File: config.mk
export PLATFORM = sky130hd
export DESIGN_NAME = uart_rx_ctrl
export DESIGN_NICKNAME = d
export VERILOG_FILES = /design/src/rtl/uart_rx_ctrl_pkg.sv /design/src/rtl/uart_rx_ctrl_sync.sv /design/src/rtl/uart_rx_ctrl.sv
export SDC_FILE = /design/constraint.sdc
export NUM_CORES = 1
export LEC_CHECK = 0
export CAP_MARGIN = 20
export CORE_UTILIZATION = 45
export CTS_BUF_LIST = sky130_fd_sc_hd__clkbuf_16
export CTS_CLUSTER_SIZE = 12
export DETAILED_ROUTE_END_ITERATION = 16
export PLACE_DENSITY_LB_ADDON = 0.25
export SYNTH_ARGS = -nofsm -noshare
export SYNTH_HDL_FRONTEND = slang
export SYNTH_HIERARCHICAL = 1
export SYNTH_SLANG_ARGS = --single-unit
File: constraint.sdc
create_clock -name clk -period 2.1 [get_ports clk]
set_input_delay 0.315 -clock clk [delete_from_list [all_inputs] [get_ports clk]]
set_output_delay 0.315 -clock clk [all_outputs]
set_load 0.03 [all_outputs]
File: src/rtl/uart_rx_ctrl_pkg.sv
// Shared UART receive constants and state encoding.
// Optional parity support is selected with the UART_RX_PARITY_EN macro.
package uart_rx_ctrl_pkg;

   localparam int unsigned UART_DATA_WIDTH = 8;
   localparam int unsigned UART_OVERSAMPLE = 16;
   localparam int unsigned UART_TICK_W     = $clog2(UART_OVERSAMPLE);
   localparam int unsigned UART_BIT_W      = $clog2(UART_DATA_WIDTH);

   typedef enum logic [2:0] {
      IDLE   = 3'd0,
      START  = 3'd1,
      DATA   = 3'd2,
      STOP   = 3'd3,
      BREAK  = 3'd4
`ifdef UART_RX_PARITY_EN
      ,
      PARITY = 3'd5
`endif
   } uart_rx_state_t;

endpackage

File: src/rtl/uart_rx_ctrl_sync.sv
// Two-flop synchronizer for an asynchronous level input; reset value selectable.
module uart_rx_ctrl_sync #(
   parameter logic RST_VAL = 1'b1
) (
   input  logic clk,
   input  logic rst,
   input  logic d_i,
   output logic q_o
);

   logic meta_q;
   logic sync_q;

   // Metastability filter: two back-to-back flops.
   always_ff @(posedge clk) begin
      if (rst) begin
         meta_q <= RST_VAL;
         sync_q <= RST_VAL;
      end else begin
         meta_q <= d_i;
         sync_q <= meta_q;
      end
   end

   assign q_o = sync_q;

endmodule

File: src/rtl/uart_rx_ctrl.sv
// UART receive sequencer: start-bit detection, mid-bit data sampling on the
// oversample tick, stop-bit check and byte-ready / framing-error pulses.
// Define UART_RX_PARITY_EN to add a parity bit state with parity_odd/parity_err.
module uart_rx_ctrl
   import uart_rx_ctrl_pkg::*;
(
   input  logic clk,
   input  logic rst,
   input  logic baud_tick,
   input  logic rx,
`ifdef UART_RX_PARITY_EN
   input  logic parity_odd,
   output logic parity_err,
`endif
   output logic rx_bit,
   output logic rx_shift,
   output logic rx_valid,
   output logic frame_err,
   output logic busy
);

   localparam logic [UART_TICK_W-1:0] TICK_MID  = UART_TICK_W'(UART_OVERSAMPLE / 2 - 1);
   localparam logic [UART_TICK_W-1:0] TICK_LAST = UART_TICK_W'(UART_OVERSAMPLE - 1);
   localparam logic [UART_BIT_W-1:0]  BIT_LAST  = UART_BIT_W'(UART_DATA_WIDTH - 1);

   uart_rx_state_t         state_q, state_d;
   logic [UART_TICK_W-1:0] tick_cnt_q, tick_cnt_d;
   logic [UART_BIT_W-1:0]  bit_cnt_q, bit_cnt_d;
   logic                   rx_bit_q, rx_bit_d;
   logic                   rx_shift_q, rx_shift_d;
   logic                   rx_valid_q, rx_valid_d;
   logic                   frame_err_q, frame_err_d;
   logic                   busy_q, busy_d;
   logic                   rx_s;
   logic                   mid_start_c;
   logic                   mid_bit_c;
`ifdef UART_RX_PARITY_EN
   logic                   par_q, par_d;
   logic                   perr_pend_q, perr_pend_d;
   logic                   parity_err_q, parity_err_d;
`endif

   uart_rx_ctrl_sync #(.RST_VAL(1'b1)) u_rx_sync (
      .clk (clk),
      .rst (rst),
      .d_i (rx),
      .q_o (rx_s)
   );

   assign mid_start_c = baud_tick && (tick_cnt_q == TICK_MID);
   assign mid_bit_c   = baud_tick && (tick_cnt_q == TICK_LAST);

   // State register.
   always_ff @(posedge clk) begin
      if (rst) state_q <= IDLE;
      else     state_q <= state_d;
   end

   // Next-state decode.
   always_comb begin
      state_d = state_q;
      case (state_q)
         IDLE:  if (!rx_s) state_d = START;
         START: if (mid_start_c) state_d = rx_s ? IDLE : DATA;
         DATA: begin
            if (mid_bit_c && (bit_cnt_q == BIT_LAST)) begin
`ifdef UART_RX_PARITY_EN
               state_d = PARITY;
`else
               state_d = STOP;
`endif
            end
         end
`ifdef UART_RX_PARITY_EN
         PARITY: if (mid_bit_c) state_d = STOP;
`endif
         STOP:  if (mid_bit_c) state_d = rx_s ? IDLE : BREAK;
         BREAK: if (rx_s) state_d = IDLE;
         default: state_d = IDLE;
      endcase
   end

   // Counter and output-pulse decode; pulses land one clk after the sampling tick.
   always_comb begin
      tick_cnt_d  = baud_tick ? tick_cnt_q + UART_TICK_W'(1) : tick_cnt_q;
      bit_cnt_d   = bit_cnt_q;
      rx_bit_d    = rx_bit_q;
      rx_shift_d  = 1'b0;
      rx_valid_d  = 1'b0;
      frame_err_d = 1'b0;
      busy_d      = (state_d != IDLE);
`ifdef UART_RX_PARITY_EN
      par_d        = par_q;
      perr_pend_d  = perr_pend_q;
      parity_err_d = 1'b0;
`endif
      if ((state_d != state_q) || (state_q == IDLE)) tick_cnt_d = '0;
      case (state_q)
         START: begin
            if (mid_start_c && !rx_s) begin
               bit_cnt_d = '0;
`ifdef UART_RX_PARITY_EN
               par_d       = 1'b0;
               perr_pend_d = 1'b0;
`endif
            end
         end
         DATA: begin
            if (mid_bit_c) begin
               rx_bit_d   = rx_s;
               rx_shift_d = 1'b1;
               if (bit_cnt_q != BIT_LAST) bit_cnt_d = bit_cnt_q + UART_BIT_W'(1);
`ifdef UART_RX_PARITY_EN
               par_d = par_q ^ rx_s;
`endif
            end
         end
`ifdef UART_RX_PARITY_EN
         PARITY: begin
            if (mid_bit_c) perr_pend_d = (rx_s != (par_q ^ parity_odd));
         end
`endif
         STOP: begin
            if (mid_bit_c) begin
               rx_valid_d  = rx_s;
               frame_err_d = !rx_s;
`ifdef UART_RX_PARITY_EN
               parity_err_d = perr_pend_q;
`endif
            end
         end
         default: ;
      endcase
   end

   // Datapath registers.
   always_ff @(posedge clk) begin
      if (rst) begin
         tick_cnt_q  <= '0;
         bit_cnt_q   <= '0;
         rx_bit_q    <= 1'b0;
         rx_shift_q  <= 1'b0;
         rx_valid_q  <= 1'b0;
         frame_err_q <= 1'b0;
         busy_q      <= 1'b0;
      end else begin
         tick_cnt_q  <= tick_cnt_d;
         bit_cnt_q   <= bit_cnt_d;
         rx_bit_q    <= rx_bit_d;
         rx_shift_q  <= rx_shift_d;
         rx_valid_q  <= rx_valid_d;
         frame_err_q <= frame_err_d;
         busy_q      <= busy_d;
      end
   end

`ifdef UART_RX_PARITY_EN
   // Parity accumulator and deferred parity-error flag.
   always_ff @(posedge clk) begin
      if (rst) begin
         par_q        <= 1'b0;
         perr_pend_q  <= 1'b0;
         parity_err_q <= 1'b0;
      end else begin
         par_q        <= par_d;
         perr_pend_q  <= perr_pend_d;
         parity_err_q <= parity_err_d;
      end
   end

   assign parity_err = parity_err_q;
`endif

   assign rx_bit    = rx_bit_q;
   assign rx_shift  = rx_shift_q;
   assign rx_valid  = rx_valid_q;
   assign frame_err = frame_err_q;
   assign busy      = busy_q;

endmodule

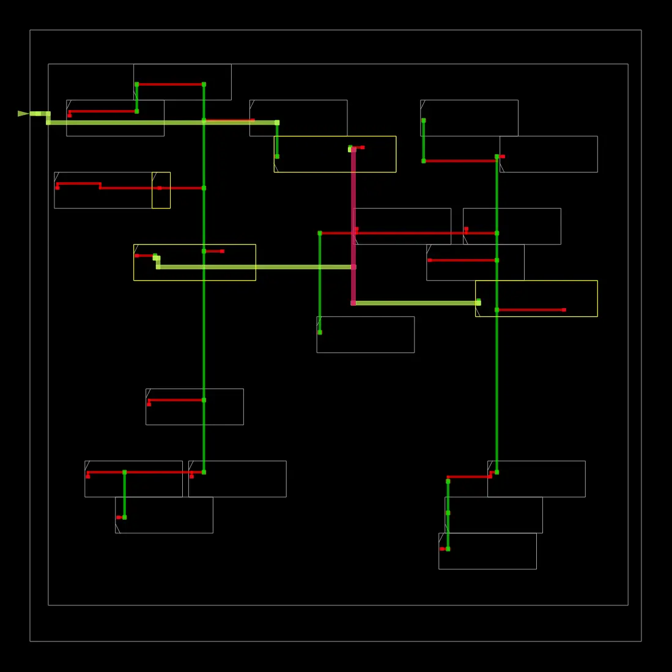
Fig. 1. Clock nets (run 1).
clock buffer count: 3
clock sinks: 17
Clk. pwr: 372 uW
CTS buffer count: 3
clock skew: 0.605 ps

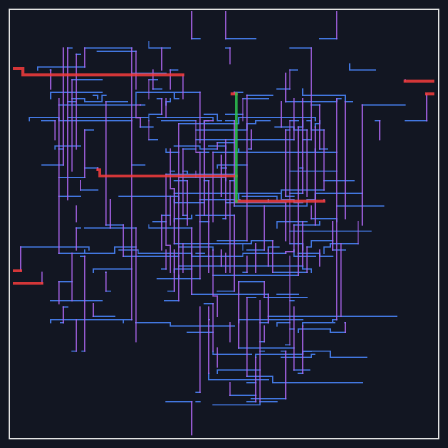
Fig. 2. Signal wires by layer (run 1).
legend:
  M2:
    color: purple
    wire_length: 703 um
  M4:
    color: green
    wire_length: 11.6 um
  M1:
    color: blue
    wire_length: 670 um
  M3:
    color: red
    wire_length: 51.5 um
WL per Instance: 12.0 um
Routed WL: 1440 um

==> impl_metrics.py, run 1 <==
# Physical implementation metrics
metrics = {
    "synthesis": {
        "synth-edff-count": 0,
        "mux_share_pct": 4.58,
        "syn_area_um2": 875,
        "top_area_cell": "dfxtp_1",
        "synthTopCellsByArea": "dfxtp_1 (39%), buf_6 (5.2%), clkbuf_8 (4.7%)",
        "yosysWarnings": 6,
        "simple_gate_share_pct": 24.5,
        "async_reset_ff_share_pct": 0,
        "yosysUniqueCellTypes": 34,
        "xor_share_pct": 4.01,
        "yosys_area_um2": 875,
    },
    "cts": {
        "h-tree-depth": 1,
        "clk_latency_ps": 250,
    },
    "power_and_ir_drop": {
        "power.internal_uw": 597,
        "vdd_drop_max_mv": 0.586,
        "clockPowerShare_pct": 50.5,
        "total_leakage_power_uw": 0.000394,
        "p_seq_share_pct": 45.1,
        "p_sw_uw": 141,
    },
    "setup_path": {
        "reg2reg_from": "tick_cnt_q[0]$_SDFFE_PP0P_",
        "rr_worst_depth": 5,
        "worstPathArrival_ps": 1770,
        "crit_slowest_cell": "or3_1",
        "cp_cell_sequence": "ha_1 > and4_1 > a31oi_4 > a21oi_2 > or3_1",
        "cp_top_family": "simple AND/OR/NAND/NOR gates",
        "rrSetupSlack_ps": 450,
    },
    "placement": {
        "placed_cells": 116,
        "place_hpwl_um": 1080,
        "portBuffers": 8,
    },
    "routing": {
        "drc": 0,
        "detail_route.iter0.violations": 7,
        "detail-route-antenna-nets": 0,
        "routed_via_density": 5.26,
    },
    "timing": {
        "tightest_slew_ps": 504,
        "holdWs_ps": 405,
        "finalClockPeriodUsage_pct": 78.3,
    },
    "flow_run": {
        "maxCapViolCount": 0,
    },
    "global_route": {
        "grt_max_degree": 14,
        "grt.total_usage_pct": 16.1,
    },
    "hold_path": {
        "holdPathEnd": "u_rx_sync/q_o$_SDFF_PP1_",
    },
    "final_layout": {
        "ff_count": 17,
    },
    "outcome": {
        "run_status": "complete, no violations",
    },
}
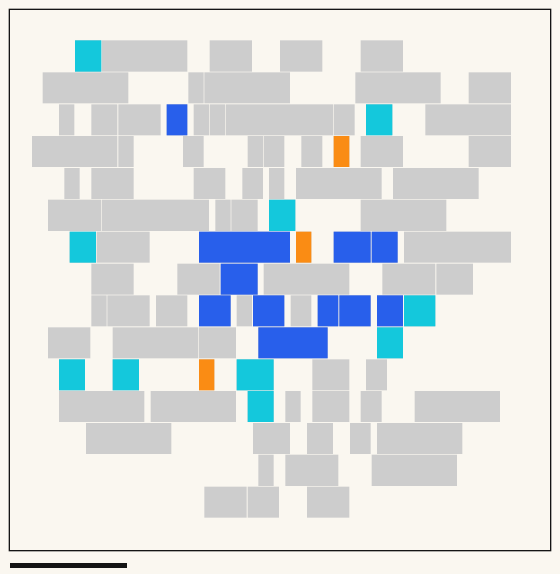
Fig. 3. Logic cells by family (run 1).
Scale bar: 10 um.
legend:
  aoi and oai cells:
    color: blue
    cells: 11
    where: center
  inv cells:
    color: orange
    cells: 3
    most_used: inv_1
  and/or cells:
    color: cyan
    cells: 10
    most_used: and2_1
Top cell excl fill/tap: dfxtp_1
logic share of the area: 44.0%
Non-Filler Instances: 120

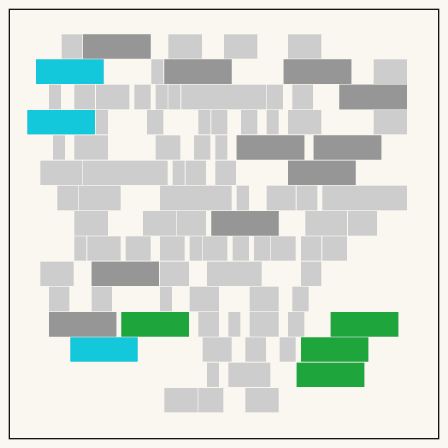
Fig. 4. Sequential cells grouped by signal name (run 1).
Other sequential cells in the stronger gray, the rest of the logic in the fainter gray.
legend:
  `bit_cnt_q`:
    color: cyan
    flops: 3
  `tick_cnt_q`:
    color: green
    flops: 4
not colored: 10
register area: 340 um^2
Sequential Power: 333 uW
final core utilization: 55.7%
Seq/total area: 34.3%

## run 1: Yosys cell counts (3+ instances only)
| master | n |
|---|---|
| buf_6 | 4 |
| dfxtp_1 | 17 |
| ha_1 | 3 |
| and2_1 | 3 |
| nand3_1 | 3 |
| nor2_1 | 9 |
| mux2i_1 | 4 |
| clkbuf_8 | 3 |
| nor3_1 | 6 |
| inv_1 | 3 |
| nand2_1 | 3 |
## run 1: per-layer routing
| metal | share of wire (%) | vias up | track usage, % |
|---|---|---|---|
| li1 | - | 325 | - |
| met1 | 47 | 295 | 18.4 |
| met2 | 49 | 8 | 28.5 |
| met3 | 3.6 | 3 | 5.88 |
| met4 | 0.77 | 0 | 3.53 |
| met5 | 0 | - | 0 |
## run 1: through the flow
step	cell area, um^2	setup WS, ps	total power, uW	utilization, %
2_1_floorplan	875	534	360	-
3_3_place_gp	915	229	371	51.3
3_5_place_dp	915	224	372	51.3
4_1_cts	993	453	745	55.7
5_1_grt	993	313	762	55.7
6_report	993	455	738	55.7
## run 1: power by group through the flow
| stage | Clock [uW] | Sequential [uW] | Combinational, uW |
|---|---|---|---|
| 3_5_place_dp | 0 | 339 | 33.1 |
| 6_report | 372 | 333 | 32.7 |
| 5_1_grt | 393 | 333 | 36.3 |
| 3_3_place_gp | 0 | 339 | 32.1 |
| 2_1_floorplan | 0 | 338 | 21.9 |
| 4_1_cts | 380 | 332 | 33.0 |
## run 1: cell usage in the layout, fill, tap and decap left out, drive strengths merged, types with 4 or more instances in the layout
cell type      netlist  routed
mux2i                4       4
dfxtp               17      17
nor2                 9       9
clkdlybuf4s50        0       8
nor3                 6       6
inv                  3       4
Fig. 5: run 1, wire density map
The die is cut into 9 by 9 equal tiles; dark blue is low, red is high, scaled to the fullest tile. Values are wire area over tile area, all layers added.
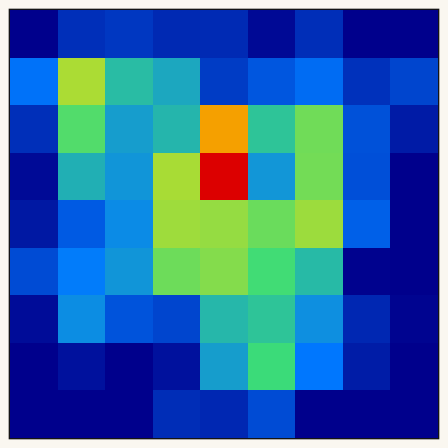

## Run 2: what changed since run 1
clock period = 1.35 ns   (was 2.1 ns; I/O delays follow)
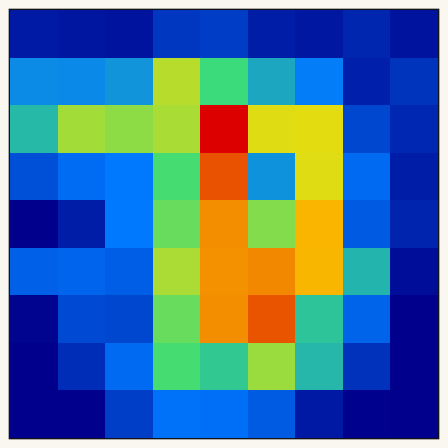
Fig. 6. Wire density map (run 2).
The die is cut into 9 by 9 equal tiles; dark blue is low, red is high, scaled to the fullest tile. Values are wire area over tile area, all layers added.
densest ninth of the die: center
mean over tiles: 0.14
emptiest ninth of the die: south-west
nearly empty tiles: 11%
DR vias: 760
WL per Instance: 13.8 um
Global Route Usage Sum: 19.3%

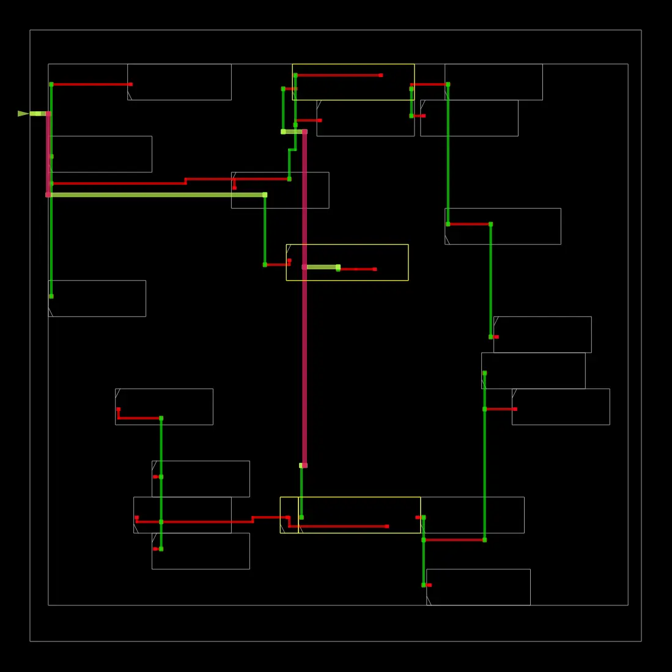
Fig. 7. Clock nets (run 2).
Seq cells: 17
Latency at later pin: 250 ps
Clk. pwr: 582 uW
clock skew: 2.50 ps

==> run 2 against run 1 <==
Compared with the run above: total power grew 60%; worst setup slack worse by 590 ps; highest routed layer unchanged; clock skew is 1.9 ps higher; cell area rose by 30%; sequential share of layout area shrank 7.2 points; fmax is 11% higher; the run now ends with negative setup slack left; critical endpoint is now bit_cnt_q[1]$_SDFFE_PP0P_; count of clock-buffer cells in the layout is the same; critical path type unchanged; sequential power is 55% higher.
==> impl_metrics.py, run 2 <==
# Physical implementation metrics
metrics = {
    "outcome": {
        "run_status": "finished with violations",
        "violations": "negative setup slack",
    },
    "synthesis": {
        "yosysUniqueCellTypes": 34,
        "yosysMostFrequentCell": "dfxtp_1",
        "yosys_area_um2": 875,
        "common_cells": "dfxtp_1 (17), nor2_1 (9), nor3_1 (6)",
        "synth-edff-count": 0,
        "syn_area_um2": 875,
        "top_area_cell": "dfxtp_1",
        "yosysWarnings": 6,
        "synthTopCellsByArea": "dfxtp_1 (39%), buf_6 (5.2%), clkbuf_8 (4.7%)",
    },
    "routing": {
        "met2_wirelength_um": 949,
        "wirelength_um": 1980,
        "drc": 0,
        "routed_via_density": 5.31,
        "wl_met1_um": 935,
        "route.met3.wl_um": 46,
    },
    "cts": {
        "cts.sinks": 17,
        "numCtsBuffers": 3,
    },
    "placement": {
        "place_hpwl_um": 1270,
        "placed_cells": 134,
    },
    "global_route": {
        "use_met2_pct": 30.1,
        "grt_max_degree": 11,
    },
    "power_and_ir_drop": {
        "total_leakage_power_uw": 0.000541,
        "pg_comb_uw": 83.6,
        "seq-power_uw": 515,
        "p_seq_share_pct": 43.6,
        "top_power_group": "clock",
        "clockPowerShare_pct": 49.3,
        "power.internal_uw": 944,
        "vdd_drop_max_mv": 0.666,
        "p_sw_uw": 237,
    },
    "final_layout": {
        "final_cells": 143,
    },
    "timing": {
        "finalSetupViolCount": 7,
        "finalClockPeriodUsage_pct": 110,
        "holdWs_ps": 408,
        "setup_slack_ps": -136,
    },
    "setup_path": {
        "cp_top_family": "flip-flops",
        "cp_cell_sequence": "ha_4 > ha_4 > nor4bb_4 > o211ai_1 > mux2i_1 > nor2_1",
    },
}
## run 2: cell types whose count changed in the layout (fill, tap and decap cells not counted), moves of 2 or more
cell             before  now
buf_4                 2   24
clkdlybuf4s50_1       8    3
dfxtp_1              17   11
dfxtp_2               0    5
dlygate4sd2_1         0    5
ha_1                  3    0
ha_4                  0    3
nor3_1                6    4
nor3_2                0    2
## run 2: final timing paths
path,end,slack [ps]
worst max-delay path,bit_cnt_q[1]$_SDFFE_PP0P_,-140
worst min-delay path,u_rx_sync/q_o$_SDFF_PP1_,410
worst max register to register,bit_cnt_q[1]$_SDFFE_PP0P_,-140
worst min register to register,u_rx_sync/q_o$_SDFF_PP1_,410
## run 2: cell families after synthesis
group	Yosys count	synth area share (%)
adders and majority gates	3	4.29
muxes	4	4.58
DFF	17	38.9
buffers and inverters	10	11.2
xor gates and xnor gates	4	4.01
and+or+nand+nor	38	24.5
AOI/OAI and AO/OA	12	12.6
## run 2: per-stage QoR
stage / instance area, um^2 / TNS [ps] / utilization [%] / setup slack [ps] / power, uW
after global placement: 1120 / -2530 / 62.7 / -374 / 596
after global routing: 1290 / -1260 / 72.6 / -234 / 1220
after detailed placement: 1120 / -3000 / 62.7 / -422 / 598
after CTS: 1250 / -705 / 70.1 / -168 / 1190
after floorplan: 942 / -269 / - / -88.4 / 563
final: 1290 / -739 / 72.6 / -136 / 1180
## run 2: worst register-to-register path, stage by stage (launching register included)
cell and delay [ps]:
dfxtp_2 330, ha_4 160, ha_4 160, nor4bb_4 260, o211ai_1 220, mux2i_1 200, nor2_1 50
## run 2: layout make-up
type                    instances  area [um^2]
well taps                      25         31.3
repair buffers                 33          265
clock buffers                   3         75.1
flip-flops and latches         17          350
inverters                       3         11.3
fillers                       120          488
multi-input cells              61          558
clock inverters                 1         3.75
Power figures rest on the tool's default switching activity, not on a simulated workload.
